## src/rtl/fpu_shift_pkg.sv

```systemverilog
// Shared definitions for the FPU shift pipeline: mode encodings and the
// helper that splits the shift levels between the two pipeline stages.
package fpu_shift_pkg;

  localparam logic [1:0] OP_LSR = 2'b00;
  localparam logic [1:0] OP_ASR = 2'b01;
  localparam logic [1:0] OP_LSL = 2'b10;
  localparam logic [1:0] OP_ROR = 2'b11;

  // Stage 1 covers levels 0 .. (shw/2)-1; stage 2 starts at the returned level.
  function automatic int stage2_first_level(input int shw);
    return shw / 32'sd2;
  endfunction

endpackage

```

## src/rtl/fpu_shift_levels.sv

```systemverilog
// Combinational slice of the barrel shifter: applies shift levels LO..HI
// (level i moves the operand by 2^i when amt bit i is set) and reports
// whether any set bit was pushed off the end in those levels.
module fpu_shift_levels
  import fpu_shift_pkg::*;
#(
  parameter int WIDTH = 16,
  parameter int LO    = 0,
  parameter int HI    = 1
) (
  input  logic [WIDTH-1:0]         src,
  input  logic [$clog2(WIDTH)-1:0] amt,
  input  logic [1:0]               op,
  input  logic                     sign,
  output logic [WIDTH-1:0]         data,
  output logic                     sticky
);

  localparam int SHW = $clog2(WIDTH);
  localparam logic [WIDTH-1:0] ONES    = {WIDTH{1'b1}};
  localparam logic [WIDTH-1:0] ZERO    = {WIDTH{1'b0}};
  localparam logic [SHW-1:0]   AMT_ONE = {{(SHW-1){1'b0}}, 1'b1};
  localparam logic [SHW-1:0]   AMT_NIL = {SHW{1'b0}};

  logic [WIDTH-1:0] d_s;
  logic             st_s;

  // Walk the selected levels, shifting and collecting discarded bits.
  always_comb begin
    d_s  = src;
    st_s = 1'b0;
    for (int i = LO; i <= HI; i++) begin
      if ((amt & (AMT_ONE << i)) != AMT_NIL) begin
        case (op)
          OP_LSR: begin
            st_s = st_s | (|(d_s & ~(ONES << (32'd1 << i))));
            d_s  = d_s >> (32'd1 << i);
          end
          OP_ASR: begin
            st_s = st_s | (|(d_s & ~(ONES << (32'd1 << i))));
            d_s  = (d_s >> (32'd1 << i)) | (sign ? ~(ONES >> (32'd1 << i)) : ZERO);
          end
          OP_LSL: begin
            st_s = st_s | (|(d_s & ~(ONES >> (32'd1 << i))));
            d_s  = d_s << (32'd1 << i);
          end
          OP_ROR: begin
            d_s  = (d_s >> (32'd1 << i)) | (d_s << (WIDTH - (32'd1 << i)));
          end
          default: begin
            d_s  = d_s;
          end
        endcase
      end else begin
        st_s = st_s;
      end
    end
  end

  assign data   = d_s;
  assign sticky = st_s;

endmodule

```

## src/rtl/fpu_shift_pipe.sv

```systemverilog
// Two-stage pipelined barrel shifter (LSR/ASR/LSL/ROR) with saturating
// shift amounts, sticky and zero flags, sideband tag and valid/ready flow
// control. Stage 1 holds partially shifted data; stage 2 is the output.
module fpu_shift_pipe
  import fpu_shift_pkg::*;
#(
  parameter int WIDTH = 16,
  parameter int TAG_W = 4
) (
  input  logic                     clk,
  input  logic                     rst,
  input  logic                     in_valid,
  output logic                     in_ready,
  input  logic [WIDTH-1:0]         in_data,
  input  logic [$clog2(WIDTH):0]   in_amt,
  input  logic [1:0]               in_op,
  input  logic [TAG_W-1:0]         in_tag,
  output logic                     out_valid,
  input  logic                     out_ready,
  output logic [WIDTH-1:0]         out_data,
  output logic                     out_sticky,
  output logic                     out_zero,
  output logic [TAG_W-1:0]         out_tag
);

  localparam int SHW   = $clog2(WIDTH);
  localparam int S2_LO = stage2_first_level(SHW);
  localparam logic [WIDTH-1:0] ONES = {WIDTH{1'b1}};
  localparam logic [WIDTH-1:0] ZERO = {WIDTH{1'b0}};

  logic             adv1_s;
  logic             adv2_s;

  logic             s1_valid_r;
  logic [WIDTH-1:0] s1_data_r;
  logic             s1_sticky_r;
  logic [1:0]       s1_op_r;
  logic [SHW:0]     s1_amt_r;
  logic             s1_sign_r;
  logic             s1_nz_r;
  logic [TAG_W-1:0] s1_tag_r;

  logic [WIDTH-1:0] l1_data_s;
  logic             l1_sticky_s;
  logic [WIDTH-1:0] l2_data_s;
  logic             l2_sticky_s;
  logic [WIDTH-1:0] res_data_s;
  logic             res_sticky_s;

  // The output register frees up when empty or drained; stage 1 follows.
  assign adv2_s   = !out_valid || out_ready;
  assign adv1_s   = !s1_valid_r || adv2_s;
  assign in_ready = adv1_s;

  fpu_shift_levels #(.WIDTH(WIDTH), .LO(0), .HI(S2_LO - 1)) u_lvl1 (
    .src    (in_data),
    .amt    (in_amt[SHW-1:0]),
    .op     (in_op),
    .sign   (in_data[WIDTH-1]),
    .data   (l1_data_s),
    .sticky (l1_sticky_s)
  );

  fpu_shift_levels #(.WIDTH(WIDTH), .LO(S2_LO), .HI(SHW - 1)) u_lvl2 (
    .src    (s1_data_r),
    .amt    (s1_amt_r[SHW-1:0]),
    .op     (s1_op_r),
    .sign   (s1_sign_r),
    .data   (l2_data_s),
    .sticky (l2_sticky_s)
  );

  // Stage-1 payload; qualified by s1_valid_r so it carries no reset.
  always_ff @(posedge clk) begin
    if (adv1_s && in_valid) begin
      s1_data_r   <= l1_data_s;
      s1_sticky_r <= l1_sticky_s;
      s1_op_r     <= in_op;
      s1_amt_r    <= in_amt;
      s1_sign_r   <= in_data[WIDTH-1];
      s1_nz_r     <= |in_data;
      s1_tag_r    <= in_tag;
    end
  end

  // Final result: rotate ignores the amount MSB, other modes saturate on it.
  always_comb begin
    res_data_s   = l2_data_s;
    res_sticky_s = 1'b0;
    if (s1_op_r == OP_ROR) begin
      res_data_s   = l2_data_s;
      res_sticky_s = 1'b0;
    end else if (s1_amt_r[SHW]) begin
      res_data_s   = ((s1_op_r == OP_ASR) && s1_sign_r) ? ONES : ZERO;
      res_sticky_s = s1_nz_r;
    end else begin
      res_data_s   = l2_data_s;
      res_sticky_s = s1_sticky_r | l2_sticky_s;
    end
  end

  // Valid bits and output registers; outputs hold while stalled.
  always_ff @(posedge clk) begin
    if (rst) begin
      s1_valid_r <= 1'b0;
      out_valid  <= 1'b0;
      out_data   <= ZERO;
      out_sticky <= 1'b0;
      out_zero   <= 1'b0;
      out_tag    <= {TAG_W{1'b0}};
    end else begin
      if (adv1_s) begin
        s1_valid_r <= in_valid;
      end
      if (adv2_s) begin
        out_valid <= s1_valid_r;
        if (s1_valid_r) begin
          out_data   <= res_data_s;
          out_sticky <= res_sticky_s;
          out_zero   <= (res_data_s == ZERO);
          out_tag    <= s1_tag_r;
        end
      end
    end
  end

endmodule

```

## config.mk

```make
export PLATFORM = sky130hd
export DESIGN_NAME = fpu_shift_pipe
export DESIGN_NICKNAME = d
export VERILOG_FILES = /design/src/rtl/fpu_shift_pkg.sv /design/src/rtl/fpu_shift_levels.sv /design/src/rtl/fpu_shift_pipe.sv
export SDC_FILE = /design/constraint.sdc
export NUM_CORES = 1
export LEC_CHECK = 0
export ABC_CLOCK_PERIOD_IN_PS = 2300
export CAP_MARGIN = 30
export CORE_MARGIN = 4
export CORE_UTILIZATION = 40
export CTS_CLUSTER_SIZE = 20
export DETAILED_ROUTE_END_ITERATION = 8
export DONT_BUFFER_PORTS = 1
export MAX_ROUTING_LAYER = met4
export PLACE_DENSITY_LB_ADDON = 0.1
export SYNTH_ARGS = -nofsm -noshare
export SYNTH_HDL_FRONTEND = slang
export SYNTH_HIERARCHICAL = 1
export SYNTH_SLANG_ARGS = --single-unit
```

## constraint.sdc

```tcl
create_clock -name clk -period 2.3 [get_ports clk]
set_input_delay 0.46 -clock clk [delete_from_list [all_inputs] [get_ports clk]]
set_output_delay 0.46 -clock clk [all_outputs]
set_load 0.02 [all_outputs]
```

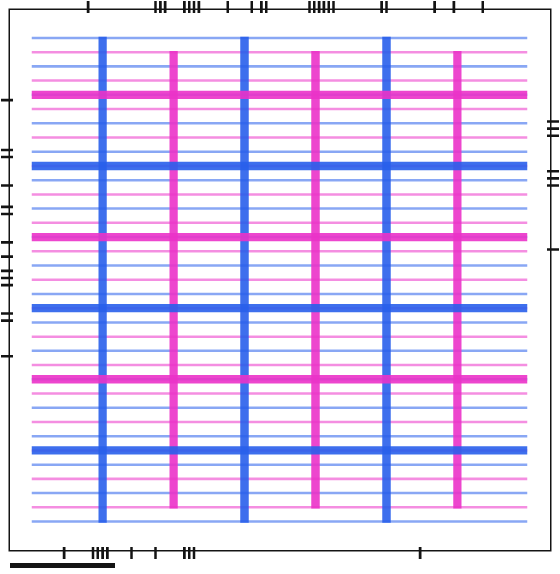
**Above:** run 1 (power grid).
Bar = 20 µm. Pins as bars on the die edge.
- VDD: magenta
- VSS: blue
- signal pins: 55
- met5 straps: 6
- rows: 34
- met4 straps: 6
Die H: 103 µm
VDD IR max: 0.271 mV
Die X: 103 µm

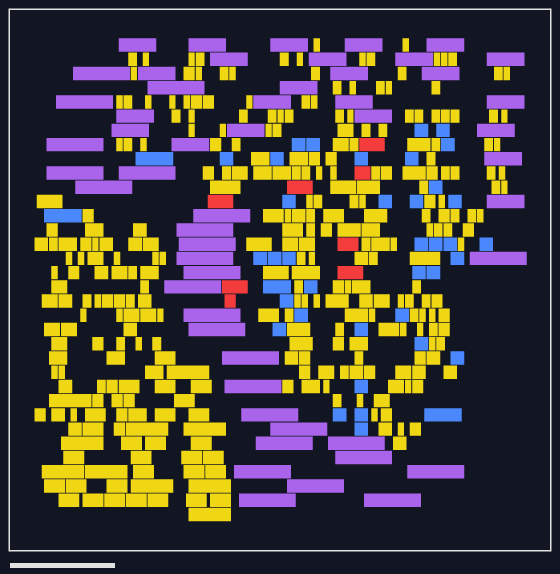
**Above:** run 1 (cell classes on the final placement).
Bar = 20 µm.
- flops: purple (cells 52)
- clock drivers and dummy loads: red (cells 8)
- other buffers and delay cells: blue (cells 40)
- all other logic: yellow (cells 306)
cell area after layout: 4120 µm²
core footprint: 8760 µm²
Seq area share: 32.1%
row count: 34
final core occ: 47.0%

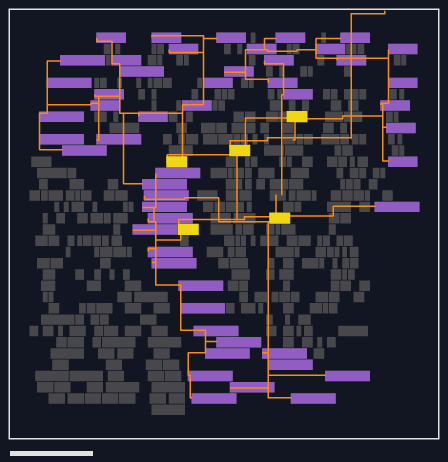
**Above:** run 1 (routed clock nets over the placement).
Bar = 20 µm.
- cells driving clock nets: yellow (count 5)
- clock wires: orange (length 745 µm)
- flip-flops: purple (count 52)
- routed clock nets: 6
- flops lie: widely spread
Clock Power Share: 25.3%
worst skew pair latency: 0.32 ns
clk pwr: 0.000576 W
clock skew: 0.0216 ns

==> CHANGELOG.md, run 1 <==
## Flow update

- Status: completed
- Final setup violation count: 0
- Mi-comb count: 299
- Comb area share: 53.3%
- Switching fraction of total power: 31.2%
- DRC viols: 0
- Vias in the first global route: 2795
- # clk buffers: 5
- Cts hold-fix bufs: 0
- WL met1: 4350 µm
- Crit path top cell by count: a21oi_2
- Initial antenna violation count: 0
- CP cell instances: buf_8, mux2_2, a21oi_2, a21o_1, mux2i_2, nor4_2, nand4_1, a211o_1, a21oi_2
- Final Instance Count excl. Fillers: 514
- GR peak layer: met2
- Max Clk Rate: 453 MHz
- Crit path largest cell delay: 0.46 ns
- Routed Antenna Nets: 0
- Hpwl dp: 7010 µm
- Largest registers: out_data (16), s1_data_r (16)
- Gpl congestion: 0.900
- Hold depth: 1
- Min-Delay Endpoint: out_zero$_SDFFE_PP0P_
- Layout clock area frac: 2.31%
- Worst setup path end: out_zero$_SDFFE_PP0P_
- Worst-path fanout max: 6
- Logic gate share of total power: 24.4%
- First-pass GRT wire length: 15300 µm
- Worst path bufs/invs: 1
- Drt pass-1 iters: 4
- Netlist Area Pre-Place: 3630 µm²
- Largest net degree at the start of global routing: 33
- Vias per cell: 5.95
- TritonCTS clock tree: yes
- Seq Cell Count: 52
- Worst EP required: 2.56 ns
- Static leakage: 1.54 nW
- Top Metal Used: met4
- Clock Tree Buf Depth: 2
- DP Area: 3850 µm²
- Final hold violations: 0
- Logic power comb: 0.000557 W
- Logic cell area: 2190 µm²
- Met2 Use GR: 29.5%
- Fin Setup TNS: 0 ns
- Routed wl met2: 4750 µm
- Worst setup path class: register to register
- DP Worst Slack: -0.174 ns
- Element type at the critical path end: register
- FP Util: 41.4%
- Pwr dens: 554 nW/µm²
- Tightest Pin Transition: 0.540 ns
- DR WL/cell: 18.8 µm
- Layout cells sized above 1: 24.4%
- Min cycle time layout: 2.21 ns
- Reg2Reg Setup Slack: 0.09 ns
- Fillers: 860
- R2R depth: 9
- Synth Instances: 389
- Post-layout period usage: 96.0%
- Switching power: 0.000712 W
- GRT met1 Usage: 25.9%
- Internal power: 0.00157 W
- WP depth: 9
- R2r endpoint: out_zero$_SDFFE_PP0P_
- Max Cap Viol: 0
- Buffers excl. clock: 40
- Non-clock buffer share: 8.39%
- Power in sequential cells: 0.00115 W
- Crit path max-delay cell type: edfxtp_1
- Remaining global-route overflow: 0
- I/O Pins: 55
- Biggest consumer: sequential cells
- PostCTS Resize Cnt: 4
- Floorplan net count: 420
- Setup bufs post-CTS: 0
- Critical path's top delay family: AND-OR/OR-AND gates
- Met3 WL: 460 µm
- H-Tree Depth: 2
==> run 1 -> run 2 <==
Settings changed: CORE_UTILIZATION 40 to 58, SLEW_MARGIN set to 20.
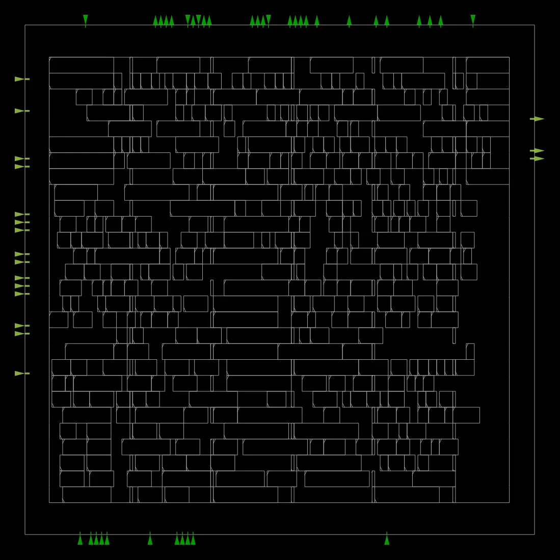
**Above:** run 2 (placed standard cells).
Final Instance Count excl. Fillers: 469
Seq Cell Count: 52
final core occ: 65.5%
Seq area share: 33.7%
core footprint: 5990 µm²

==> CHANGELOG.md, run 2 <==
## Flow update

- Cell area after layout: 3920 µm² (-4.7%)
- Critical path's top delay family: AND-OR/OR-AND gates
- Die H: 87.1 µm (-16%)
- Floorplan net count: 420 (unchanged)
- WL met1: 3950 µm (-9.3%)
- Clock transition at the registers of the reported paths: 0.10 ns
- Crit path max-delay cell type: edfxtp_1
- Power in sequential cells: 0.00115 W (about the same)
- Reg2Reg Setup Slack: 0.09 ns (about the same)
- Post-layout period usage: 96.1% (about the same)
- DR WL/cell: 19.2 µm (+2.1%)
- Vias in the first global route: 2850 (+2.0%)
- Clock Tree Buf Depth: 2 (unchanged)
- Hpwl dp: 6630 µm (-5.3%)
- Layout cells sized above 1: 20.6% (-3.8 points)
- Comb area share: 54.7% (+1.5 points)
- GR Util met3: 4.07%
- Min Hold Slack: 0.205 ns
- Taps Inserted: 75
- Crit path largest cell delay: 0.47 ns (about the same)
- Mi-comb count: 299 (unchanged)
- Relative slew slack: 66.4%
- WP depth: 9 (unchanged)
- Number of port buffers: 0
- Crit Reg-Reg Startpoint: s1_op_r[0]$_DFFE_PP_
- Worst setup path end: out_zero$_SDFFE_PP0P_
- Worst path bufs/invs: 1 (unchanged)
- Vias per cell: 6.53 (+9.9%)
- Min-Delay Endpoint: out_zero$_SDFFE_PP0P_
- Min cycle time layout: 2.21 ns (+0.00102 ns)
- Biggest consumer: sequential cells
- Non-clock inverter count: 7
- R2R depth: 9 (unchanged)
- DP Worst Slack: -0.00471 ns (+0.170 ns)
- CP Launch Point: s1_op_r[0]$_DFFE_PP_
- Final nets: 424
- FP Util: 60.6% (+19 points)
- Number of DRC markers in iteration 0: 181
- Crit path top cell by count: a21oi_2
- Die ar.: 7590 µm²
- Cts hold-fix bufs: 0 (unchanged)
- Sinks on Clock Net: 52
- Layout clock area frac: 2.33% (+0.019 points)
- Setup bufs post-CTS: 0 (unchanged)
- Yosys warns: 6
- Drt pass-1 iters: 5 (+1)
- Fin Setup TNS: 0 ns (unchanged)
- Clock Power Share: 23.8% (-1.5 points)
- Largest net degree at the start of global routing: 33 (unchanged)
- Worst EP required: 2.55 ns (about the same)
- Worst EP arrival: 2.46 ns
- # clk buffers: 5 (unchanged)
- Worst setup path class: register to register
- Antenna cell count: 0
- Initial antenna violation count: 0 (unchanged)
- Worst skew pair latency: 0.30 ns (-0.02 ns)
- Row count: 28 (-18%)
- Max Clk Rate: 453 MHz (about the same)
- Met3 WL: 465 µm (+1.1%)
- Top Metal Used: met4
- Switching power: 0.000649 W (-8.9%)
- Largest registers: out_data (16), s1_data_r (16)
- Routed Antenna Nets: 0 (unchanged)
- P&R area growth vs syn: 8.07%
- Internal power: 0.00153 W (-2.5%)
- I/O Pins: 55 (unchanged)
- CTS Buf Count: 5
- Final hold violations: 0 (unchanged)
- Logic cell area: 2150 µm² (-2.1%)
- Tightest Pin Transition: 0.502 ns (-0.0375 ns)
- CTS Root Cell: clkbuf_8
- Gpl congestion: 0.954 (+5.9%)
- DRC viols: 0 (unchanged)
- Static leakage: 1.46 nW (-5.0%)
- Logic power comb: 0.000512 W (-8.1%)
- Non-clock buffer share: 6.19% (-2.2 points)
- GRT met1 Usage: 33.6% (+7.7 points)
- Top class by area: logic gates
- Post-Route WL: 8990 µm
- Remaining global-route overflow: 0 (unchanged)
- Hold WC Path Type: input port to register
- Most common logic cells in the final layout: nand2_1 (37), a21oi_1 (35), nor2_1 (32), edfxtp_1 (28)
- Routed wl met2: 4240 µm (-11%)
- Die X: 87.1 µm (-16%)
- Worst-path fanout max: 8 (+2)
- Buffers excl. clock: 28 (-30%)
- Logic gate share of total power: 23.5% (-0.9 points)
- PostCTS Resize Cnt: 1 (-3)
- First-pass GRT wire length: 14500 µm (-5.4%)
- Worst setup margin: 0.0908 ns
- Final Slew Violations: 0
- R2r endpoint: out_zero$_SDFFE_PP0P_
- Via count: 3064
- Hold depth: 1 (unchanged)
- DP Area: 3740 µm² (-2.8%)
- Clk pwr: 0.000517 W (-10%)
- Highest-count logic cell in the final layout: nand2_1
- Tool warnings: 26
- Clock skew: 0.0122 ns (-0.00943 ns)
- Netlist Area Pre-Place: 3630 µm² (unchanged)
- Seq. cell area: 1320 µm²
- Hold Crit Start: rst
- TritonCTS clock tree: yes
- Placed Instances: 458
- Element type at the critical path end: register
- Synth Instances: 389 (unchanged)
- Power after layout: 0.00218 W
- H-Tree Depth: 2 (unchanged)
- VDD IR max: 0.518 mV (+91%)
- Final setup violation count: 0 (unchanged)
- Syn_area_per_cell: 9.33 µm²
- Switching fraction of total power: 29.8% (-1.4 points)
- Met2 Use GR: 37.8% (+8.4 points)
- GRT Total Usage: 25.0%
- Seq pwr share: 52.7%
- Startpoint types: register
- Fillers: 498 (-42%)
- Max Cap Viol: 0 (unchanged)
- Status: completed
- CP cell instances: buf_6, mux2_2, a21oi_2, a21o_1, mux2i_1, nor4_1, nand4_1, a211o_1, a21oi_2
- GR peak layer: met2
- Pwr dens: 555 nW/µm² (+0.20%)
Power is estimated from default activity; no workload was simulated.
